**Run 1: cell outlines without signal wires**

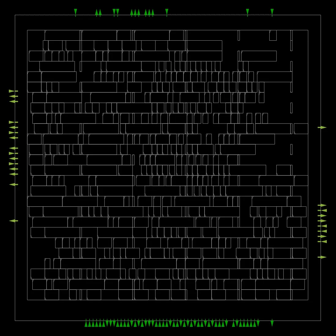
**Run 1: signal wires on met3**

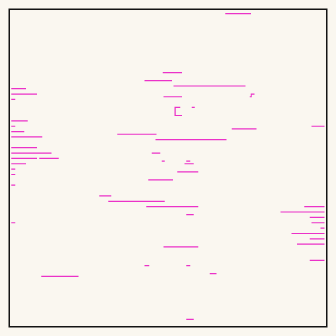
**Run 1: cell density map**

8 x 8 tiles, from white (low) to dark blue (high), 0 to 100% covered.
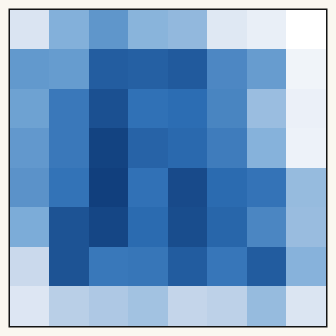
File: src/rtl/spi_arbiter.sv
// Round-robin arbiter sharing one SPI engine between two requesters.
// Owns the start/busy handshake, the per-requester chip selects and result return.
module spi_arbiter #(
  parameter int unsigned CS_SETUP      = 2,
  parameter int unsigned CS_HOLD       = 1,
  parameter int unsigned START_TIMEOUT = 15
) (
  input  logic        raw_clk,
  input  logic        reset,

  input  logic        req_0,
  input  logic        req_1,
  input  logic        width_16_0,
  input  logic        width_16_1,
  input  logic [15:0] data_tx_0,
  input  logic [15:0] data_tx_1,
  output logic        done_0,
  output logic        done_1,
  output logic        error_0,
  output logic        error_1,
  output logic [7:0]  data_rx_0,
  output logic [7:0]  data_rx_1,
  output logic        cs_0,
  output logic        cs_1,

  output logic        spi_start,
  output logic        spi_width_16,
  output logic [15:0] spi_data_tx,
  input  logic [7:0]  spi_data_rx,
  input  logic        spi_busy,

  output logic        active,
  output logic        owner
);

  typedef enum logic [2:0] {
    IDLE,
    SETUP,
    START,
    XFER,
    HOLD,
    DONE
  } state_t;

  // Terminal counts; a zero-length phase is skipped outright, so its value is unused.
  localparam logic [7:0] SETUP_LAST   = 8'((CS_SETUP == 0) ? 0 : CS_SETUP - 1);
  localparam logic [7:0] HOLD_LAST    = 8'((CS_HOLD == 0) ? 0 : CS_HOLD - 1);
  localparam logic [7:0] TIMEOUT_LAST = 8'((START_TIMEOUT == 0) ? 0 : START_TIMEOUT - 1);

  state_t     state;
  logic [7:0] cnt;
  logic       aborted;

  logic       grant_valid;
  logic       grantee;

  // NOTE: every always_comb output gets a default first so no path can infer a latch.
  always_comb begin
    grant_valid = req_0 | req_1;
    grantee     = req_1;
    if (req_0 && req_1) begin
      grantee = ~owner;
    end
  end

  // NOTE: all state and outputs use non-blocking assignments so every register
  // samples pre-edge values and simulation matches the synthesized flops.
  always_ff @(posedge raw_clk or negedge reset) begin
    if (!reset) begin
      state        <= IDLE;
      cnt          <= 8'd0;
      aborted      <= 1'b0;
      cs_0         <= 1'b1;
      cs_1         <= 1'b1;
      spi_start    <= 1'b0;
      spi_width_16 <= 1'b0;
      spi_data_tx  <= 16'd0;
      done_0       <= 1'b0;
      done_1       <= 1'b0;
      error_0      <= 1'b0;
      error_1      <= 1'b0;
      data_rx_0    <= 8'd0;
      data_rx_1    <= 8'd0;
      active       <= 1'b0;
      owner        <= 1'b1;
    end else begin
      done_0  <= 1'b0;
      done_1  <= 1'b0;
      error_0 <= 1'b0;
      error_1 <= 1'b0;

      unique case (state)
        IDLE: begin
          if (grant_valid) begin
            owner        <= grantee;
            spi_width_16 <= grantee ? width_16_1 : width_16_0;
            spi_data_tx  <= grantee ? data_tx_1 : data_tx_0;
            if (grantee) begin
              cs_1 <= 1'b0;
            end else begin
              cs_0 <= 1'b0;
            end
            active  <= 1'b1;
            aborted <= 1'b0;
            cnt     <= 8'd0;
            if (CS_SETUP == 0) begin
              spi_start <= 1'b1;
              state     <= START;
            end else begin
              state <= SETUP;
            end
          end
        end

        SETUP: begin
          if (cnt == SETUP_LAST) begin
            cnt       <= 8'd0;
            spi_start <= 1'b1;
            state     <= START;
          end else begin
            cnt <= cnt + 8'd1;
          end
        end

        START: begin
          if (spi_busy) begin
            spi_start <= 1'b0;
            state     <= XFER;
          end else if (cnt == TIMEOUT_LAST) begin
            // Engine never acknowledged: release the device and report an error.
            spi_start <= 1'b0;
            cs_0      <= 1'b1;
            cs_1      <= 1'b1;
            aborted   <= 1'b1;
            state     <= DONE;
          end else begin
            cnt <= cnt + 8'd1;
          end
        end

        XFER: begin
          if (!spi_busy) begin
            if (owner) begin
              data_rx_1 <= spi_data_rx;
            end else begin
              data_rx_0 <= spi_data_rx;
            end
            cnt <= 8'd0;
            if (CS_HOLD == 0) begin
              state <= DONE;
            end else begin
              state <= HOLD;
            end
          end
        end

        HOLD: begin
          if (cnt == HOLD_LAST) begin
            state <= DONE;
          end else begin
            cnt <= cnt + 8'd1;
          end
        end

        DONE: begin
          cs_0   <= 1'b1;
          cs_1   <= 1'b1;
          active <= 1'b0;
          if (aborted) begin
            error_0 <= ~owner;
            error_1 <= owner;
          end else begin
            done_0 <= ~owner;
            done_1 <= owner;
          end
          state <= IDLE;
        end

        default: begin
          state <= IDLE;
        end
      endcase
    end
  end

endmodule

File: config.mk
export PLATFORM = sky130hd
export DESIGN_NAME = spi_arbiter
export DESIGN_NICKNAME = d
export VERILOG_FILES = /design/src/rtl/spi_arbiter.sv
export SDC_FILE = /design/constraint.sdc
export NUM_CORES = 1
export LEC_CHECK = 0
export ABC_AREA = 1
export CAP_MARGIN = 30
export CORE_MARGIN = 3
export CORE_UTILIZATION = 49
export DETAILED_ROUTE_END_ITERATION = 6
export PLACE_DENSITY = 0.85
export SLEW_MARGIN = 20
export SYNTH_ARGS = -nofsm -noshare
export SYNTH_HDL_FRONTEND = slang
export SYNTH_SLANG_ARGS = --single-unit
File: constraint.sdc
create_clock -name raw_clk -period 3.5 [get_ports raw_clk]
set_input_delay 0.7 -clock raw_clk [delete_from_list [all_inputs] [get_ports raw_clk]]
set_output_delay 0.7 -clock raw_clk [all_outputs]
set_load 0.01 [all_outputs]
==> job_summary.md, run 1 <==
### Flow metrics

| Metric | Value |
|---|---|
| Most frequent cells in the layout | `nand2_1 (105), clkdlybuf4s50_1 (87), dfrtp_1 (51)` |
| Die area | `6421 um2` |
| Register area share after synthesis | `50.33%` |
| DRC Markers | `0` |
| Synth Cell Area | `2693 um2` |
| Yosys warning count | `0` |
| Cell taking the most area after synthesis | `dfrtp_1` |
| Non-clock inverters | `34` |
| Max Fclk | `457.0 MHz` |
| Hold slack | `0.3396 ns` |
| Multi-input combinational area share | `31.13%` |
| Die height | `80.13 um` |
| Logic area | `1154 um2` |
| Clock Tree Buf Depth | `2` |
| Main area contributors | `dfrtp_1 (47%), nand2_1 (15%), o21ai_0 (5.8%)` |
| Crit path buf inv count | `1` |
| Setup Buffers After CTS | `0` |
| First DRT Iteration DRCs | `165` |
| Reg2Reg Launch Point | `state[0]$_DFFE_PN0P_` |
| DRT met1 WL | `3.103 mm` |
| GR Util All Layers | `23.64%` |
| Crit path max-delay family | `flip-flops` |
| Ports | `89` |
| Final-layout clock buffer total | `6` |
| Worst skew pair latency | `0.31 ns` |
| Sequential share of cell area | `36.56%` |
| Final net count | `481` |
| Power Total | `2.883 mW` |
| RSZ-0062 raised after global routing | `false` |
| Crit. Startpoint | `owner$_DFFE_PN1P_` |
| Share of synthesized registers carrying an async set or reset | `100.0%` |
| Delay of the slowest critical-path stage | `0.61 ns` |
| Sw power | `1.194 mW` |
| Dpl cell area | `between 3000 and 4000 um2` |
| Vias in the first global route | `2514` |
| Synth Area per Inst | `7.873 um2` |
| Area fraction in mux cells | `0%` |
| Yosys cell count | `342` |
| Largest cell class | `registers` |
| Slowest cell on crit path | `dfstp_2` |
| Buffers excl. clock | `approximately 90` |
| Max_cap viols | `0` |
| Post-synth EDFFs | `0` |
| Adder and majority cell fraction of the synthesized area | `1.859%` |
| Yosys stat area | `2693 um2` |
| Max Used Layer | `met4` |
| First-pass iteration count of the detailed router | `5` |
| Final GP Congestion | `~0.84` |
| Clock share of power | `between 10% and 20%` |
| Clk slew on worst S/H paths | `0.10 ns` |
| GRT overflow | `0` |
| FF-to-FF setup slack | `1.48 ns` |
| CP Capture Point | `owner` |
| Final hold vios | `0` |
| Multi-input comb cells | `around 250` |
| Post-DRT Antenna Nets | `0` |
| Worst-margin pin slew | `about 0.82 ns` |
| IR drop worst, VDD | `0.0004278 V` |
| Most instantiated logic cell after routing | `nand2_1` |
| Length in cells of the worst reg-to-reg path | `8` |
| H-tree Lvls | `2` |
| Combinational Power Share | `50.6%` |
| Seq cells post-synth | `54` |
| List of most frequent post-synthesis cells | `nand2_1 (105), dfrtp_1 (51), nor2_1 (34), o21ai_0 (31)` |
| Distinct lib cells | `26` |
| Hold Buf Count CTS | `0` |
| Sw Share | `41.41%` |
| P per Cell Area | `777.8 nW/um2` |
| Global-route wire length before repair | `11.92 mm` |
| CTS root buffer | `clkbuf_8` |
| HP Class | `in -> async` |
| Cell count after synthesis | `342` |
| Initial antenna violation count | `0` |
| Final setup viols | `0` |
| Final HPWL DP | `5.263 mm` |
| TritonCTS Sinks | `54` |
| Comb area leader | `simple AND/OR/NAND/NOR gates` |
| Complex Gates by Area | `11.66%` |
| Pins over their slew limit | `0` |
| Met2 WL | `approximately 3.7 mm` |
| Outcome | `finished, final reports clean` |
| Tool Warnings | `29` |
| Seq. cell area | `1355 um2` |
| Vias per inst | `5.148` |
| Worst slew margin | `a little under half` |
| TritonCTS clock tree | `done` |
| Total wire length | `7.243 mm` |
| Critical Path RT | `2.80 ns` |
| Antenna diodes | `0` |
| IO Port Bufs | `about 90` |
| Signal buf overhead | `between 20 and 25%` |
| Clock network area share | `2.397%` |
| Placed cell count | `between 400 and 500` |
| Setup TNS | `0 ns` |
| FF-to-FF End | `spi_data_tx[3]$_DFFE_PN0P_` |
| Sequential power share | `between 30% and 40%` |
| Area Overhead vs Synth | `37.64%` |
| Largest net degree at the start of global routing | `24` |
| Setup Skew | `~0.0077 ns` |
| Synth Flop Type | `dfrtp_1` |
| Basic Gates by Area | `28.35%` |
| CP Data Arrival Time | `1.49 ns` |
| Count leader, synth | `nand2_1` |
| PostCTS Resize Cnt | `0` |
| Pre-CTS setup slack | `1.047 ns` |
| Internal power | `1.689 mW` |
| Fillers | `416` |
| Leak | `about 1.8 nW` |
| Crit path capture type | `output port` |
| Crit-path cells | `clkdlybuf4s50_1` |
| CP Launch Type | `flop` |
| Via count | `2579` |
| Per-cell routed wire length | `approximately 14 um` |
| Final Cycle Share | `62.52%` |
| Share of post-route cells with drive strength above 1 | `8.121%` |
| Setup Crit Path Kind | `reg -> out` |
| Post-Layout Inst Area | `approximately 3700 um2` |
| Stages on the worst setup path | `1` |
| Clock buffer count from CTS | `5` |
| Tmin final | `about 2.2 ns` |
| Die x size | `80.13 um` |
| Crit path max fanout | `6` |
| Post-route setup slack | `1.312 ns` |
| Top cell area share | `a little under half` |
| Routed length on met3 | `255 um` |
| Net Count, Synth | `about 390` |
| Rows | `26` |
| XOR Share, Synth | `0.9758%` |
-- 'cell outlines without signal wires' (at the start) --
post-route insts no fill: 501
flop count: 54
tap cells: 70
final design utilization: 71.20%

-- 'signal wires on met3' (at the start) --
- nets with wire on the layer: 44
- wire length on this layer: 255 um
- share of all routed wire: 3.5%
- main direction: horizontal
- longest straight run: 17.9 um

-- 'cell density map' (at the start) --
- fullest tile: 94%
- nearly empty tiles: 1.6%
- emptiest ninth of the die: north-east
- tiles over 75% full: 30%
- densest ninth of the die: centre
Pre-Place Util: 51.73%
Core ar.: 5205 um2

## run 1: flip-flops by register name, summed over array words and instances (netlist names)
signal	count
owner	1
cs_0	1
data_rx_0	8
cs_1	1
aborted	1
active	1
done_1	1
done_0	1
spi_width_16	1
spi_data_tx	16
error_0	1
cnt	8
error_1	1
state	3
spi_start	1
data_rx_1	8
## run 1: power groups by stage
stage / clock (mW) / sequential [mW] / combinational (mW)
floorplan: 0 / 1.14 / 0.708
global placement: 0 / 1.07 / 1.40
detailed placement: 0 / 1.07 / 1.45
CTS: 0.365 / 1.07 / 1.46
global route: 0.391 / 1.10 / 1.62
finish: 0.360 / 1.07 / 1.46
## run 1: per-layer routing
layer	track usage, %	vias to the layer above
met2	41.23	69
met4	8.108	0
li1	-	1278
met1	30.21	1218
met5	0	-
met3	2.915	14
==> run 1 -> run 2 <==
- CORE_UTILIZATION: 49 -> 46
- PLACE_DENSITY: 0.85 -> 0.8
- clock period: 3.5 -> 2.3 ns (I/O delays scaled with it)
==> run 2 against run 1 <==
Net effect: sequential power increased by 51%; clock skew shrank 0.0028 ns; register-to-register slack got worse by 0.79 ns; critical path depth unchanged; utilization down 4.1 points; largest power group unchanged.
==> job_summary.md, run 2 <==
### Flow metrics

| Metric | Value |
|---|---|
| Vias in the first global route | `2476 (was 2514)` |
| Final hold vios | `0 (unchanged)` |
| Crit path buf inv count | `1 (unchanged)` |
| Max_cap viols | `0 (unchanged)` |
| Combinational Power Share | `49.3% (was 50.6%)` |
| Multi-input comb cells | `245 (unchanged)` |
| CP Capture Point | `owner (unchanged)` |
| Final HPWL DP | `4.931 mm (was 5.263 mm)` |
| Delay of the slowest critical-path stage | `0.63 ns (was 0.61 ns)` |
| CP Launch Type | `flop (unchanged)` |
| Placed cell count | `496 (was 493)` |
| Final-layout clock buffer total | `5 (was 6)` |
| Comb pwr | `2.20 mW (was 1.46 mW)` |
| Yosys stat area | `2693 um2 (unchanged)` |
| Setup Buffers After CTS | `0 (unchanged)` |
| GRT busiest layer | `met2 (unchanged)` |
| Total wire length | `6.701 mm (was 7.243 mm)` |
| Worst slew margin | `54.75% (was 45.29%)` |
| Yosys cell count | `342 (unchanged)` |
| Non-clock inverters | `34 (unchanged)` |
| Synth Area per Inst | `7.873 um2 (unchanged)` |
| Setup Crit Path Kind | `reg -> out (unchanged)` |
| Slowest cell on crit path | `dfstp_2 (unchanged)` |
| Clock Tree Buf Depth | `2 (unchanged)` |
| Per-cell routed wire length | `13.30 um (was 14.46 um)` |
| Setup Skew | `0.004857 ns (was 0.007661 ns)` |
| Internal power | `2.690 mW (was 1.689 mW)` |
| Antenna diodes | `0 (unchanged)` |
| Initial antenna violation count | `0 (unchanged)` |
| Top cell area share | `47.40% (unchanged)` |
| Seq power | `1.62 mW (was 1.07 mW)` |
| Reg2Reg Launch Point | `state[1]$_DFFE_PN0P_ (was state[0]$_DFFE_PN0P_)` |
| Share of synthesized registers carrying an async set or reset | `100.0% (unchanged)` |
| Post-Layout Inst Area | `3740 um2 (was 3706 um2)` |
| Final GP Congestion | `0.9054 (was 0.8355)` |
| Pre-CTS setup slack | `0.4671 ns (was 1.047 ns)` |
| First-pass iteration count of the detailed router | `5 (unchanged)` |
| Met1 global-route usage | `29.24% (was 30.21%)` |
| RSZ-0062 raised after global routing | `false (unchanged)` |
| Vias per inst | `4.982 (was 5.148)` |
| Clock group power | `638 uW (was 360 uW)` |
| Ports | `89 (unchanged)` |
| TritonCTS clock tree | `done (unchanged)` |
| Crit path max fanout | `6 (unchanged)` |
| Sw Share | `39.66% (was 41.41%)` |
| Tmin final | `1.956 ns` |
| Worst-margin pin slew | `0.6787 ns (was 0.8206 ns)` |
| Final setup viols | `0 (unchanged)` |
| Global routing met2 resource utilization | `34.38% (was 41.23%)` |
| Clk slew on worst S/H paths | `0.09 ns (was 0.10 ns)` |
| Cell count after synthesis | `342 (unchanged)` |
| GRT overflow | `0 (unchanged)` |
| Pins over their slew limit | `0 (unchanged)` |
| CTS root buffer | `clkbuf_8 (unchanged)` |
| Flop count | `54 (unchanged)` |
| Tool Warnings | `29 (unchanged)` |
| Sequential power share | `36.4% (was 37.0%)` |
| DRC Markers | `0 (unchanged)` |
| Seq cells post-synth | `54 (unchanged)` |
| Post-route insts no fill | `504 (was 501)` |
| Register area share after synthesis | `50.33% (unchanged)` |
| Count leader, synth | `nand2_1 (unchanged)` |
| List of most frequent post-synthesis cells | `nand2_1 (105), dfrtp_1 (51), nor2_1 (34), o21ai_0 (31) (unchanged)` |
| TritonCTS Sinks | `54 (unchanged)` |
| Grt met3 use | `4.664% (was 2.915%)` |
| Power Total | `4.458 mW (was 2.883 mW)` |
| Clock share of power | `14.3% (was 12.5%)` |
| Leak | `1.794 nW (was 1.772 nW)` |
| Length in cells of the worst reg-to-reg path | `9 (was 8)` |
| Most frequent cells in the layout | `nand2_1 (105), clkdlybuf4s50_1 (87), dfrtp_1 (51) (unchanged)` |
| Main area contributors | `dfrtp_1 (47%), nand2_1 (15%), o21ai_0 (5.8%) (unchanged)` |
| FF-to-FF End | `spi_data_tx[3]$_DFFE_PN0P_ (unchanged)` |
| Clock buffer count from CTS | `5 (unchanged)` |
| First DRT Iteration DRCs | `213 (was 165)` |
| Top power group | `combinational logic (unchanged)` |
| Max Fclk | `511.3 MHz` |
| CP Data Arrival Time | `1.50 ns (was 1.49 ns)` |
| Global-route wire length before repair | `11.25 mm (was 11.92 mm)` |
| IO Port Bufs | `88 (unchanged)` |
| Seq. cell area | `1355 um2 (unchanged)` |
| Most instantiated logic cell after routing | `nand2_1 (unchanged)` |
| Crit path max-delay family | `flip-flops (unchanged)` |
| Largest net degree at the start of global routing | `55 (was 24)` |
| Via count | `2511 (was 2579)` |
| Crit. Startpoint | `owner$_DFFE_PN1P_ (unchanged)` |
| Worst skew pair latency | `0.30 ns (was 0.31 ns)` |
| Stages on the worst setup path | `1 (unchanged)` |
| Distinct lib cells | `26 (unchanged)` |
| Final Cycle Share | `85.04%` |
| H-tree Lvls | `2 (unchanged)` |
| Synth Cell Area | `2693 um2 (unchanged)` |
| Post-route setup slack | `0.3441 ns (was 1.312 ns)` |
| Die area | `6807 um2 (was 6421 um2)` |
| Setup TNS | `0 ns (unchanged)` |
| Hold Buf Count CTS | `0 (unchanged)` |
| Share of post-route cells with drive strength above 1 | `8.565% (was 8.121%)` |
| Largest cell class | `registers (unchanged)` |
| Logic area | `1154 um2 (unchanged)` |
| P per Cell Area | `1192 nW/um2 (was 777.8 nW/um2)` |
| Area Overhead vs Synth | `38.89% (was 37.64%)` |
| Final net count | `482 (was 481)` |
| Max reg flops | `16 (unchanged)` |
| Sw power | `1.768 mW (was 1.194 mW)` |
| Crit path capture type | `output port (unchanged)` |
| Synth Flop Type | `dfrtp_1 (unchanged)` |
| Largest reg by FF count | `spi_data_tx (unchanged)` |
| Signal buf overhead | `24.02% (was 24.04%)` |
| Buffers excl. clock | `91 (was 90)` |
| Crit-path cells | `clkdlybuf4s50_1 (unchanged)` |
| IR drop worst, VDD | `0.0007123 V (was 0.0004278 V)` |
| Post-DRT Antenna Nets | `0 (unchanged)` |
| Clock network area share | `3.011% (was 2.397%)` |
| Outcome | `finished, final reports clean (unchanged)` |
| Hold slack | `0.2659 ns (was 0.3396 ns)` |
| Net Count, Synth | `393 (unchanged)` |
| Multi-input combinational area share | `30.85% (was 31.13%)` |
| FF-to-FF setup slack | `0.69 ns (was 1.48 ns)` |
| Die x size | `82.51 um (was 80.13 um)` |
| Post-synth EDFFs | `0 (unchanged)` |
| Yosys warning count | `0 (unchanged)` |
| PostCTS Resize Cnt | `0 (unchanged)` |
| Die height | `82.51 um (was 80.13 um)` |
| Dpl cell area | `3627 um2 (was 3617 um2)` |
## run 2: cell types whose count changed in the layout (fill, tap and decap cells not counted)
cell and delta:
clkinv_2 +1, clkinvlp_4 -1, buf_4 +1, bufinv_16 +1, clkbuf_1 -1
## run 2: kinds of logic (layout without fill, tap and decap cells)
| family | after synthesis | count (layout) | synth area share [%] |
|---|---|---|---|
| xor+xnor | 3 | 3 | 0.9760 |
| flops | 54 | 54 | 50.33 |
| buf+inv | 43 | 133 | 6.831 |
| fa+ha+maj | 4 | 4 | 1.859 |
| compound gates | 61 | 61 | 11.66 |
| simple gates | 177 | 177 | 28.35 |
## run 2: metal layers
metal	vias to the layer above	wire [um]
met4	0	80
met1	1152	3010
met5	-	0
met2	82	3162
met3	8	447
li1	1269	-
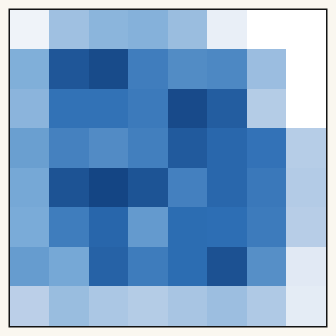
**Above:** run 2 (cell density map).
8 x 8 tiles, from white (low) to dark blue (high), 0 to 100% covered.
- nearly empty tiles: 6.2%
- tiles over 75% full: 23%
- emptiest ninth of the die: north-east
- densest ninth of the die: centre
- mean over tiles: 54%
- fullest tile: 92%
final design utilization: 67.09%
Core ar.: 5574 um2
Pre-Place Util: 48.31%

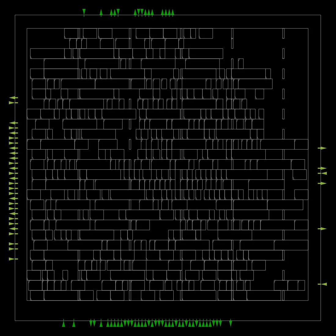
**Above:** run 2 (cell outlines without signal wires).
Fillers: 455
Rows: 27
tap cells: 72
sequential share of cell area: 36.23%

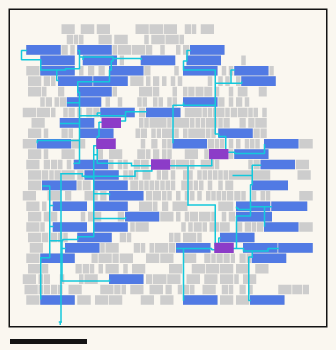
**Above:** run 2 (clock network drawn from the DEF).
Bar = 20 um.
- flip-flops: blue (count 54)
- clock-net drivers: purple (count 5)
- clock wires: cyan (length 584 um)
- routed clock nets: 6

Power and IR drop assume default switching activity.
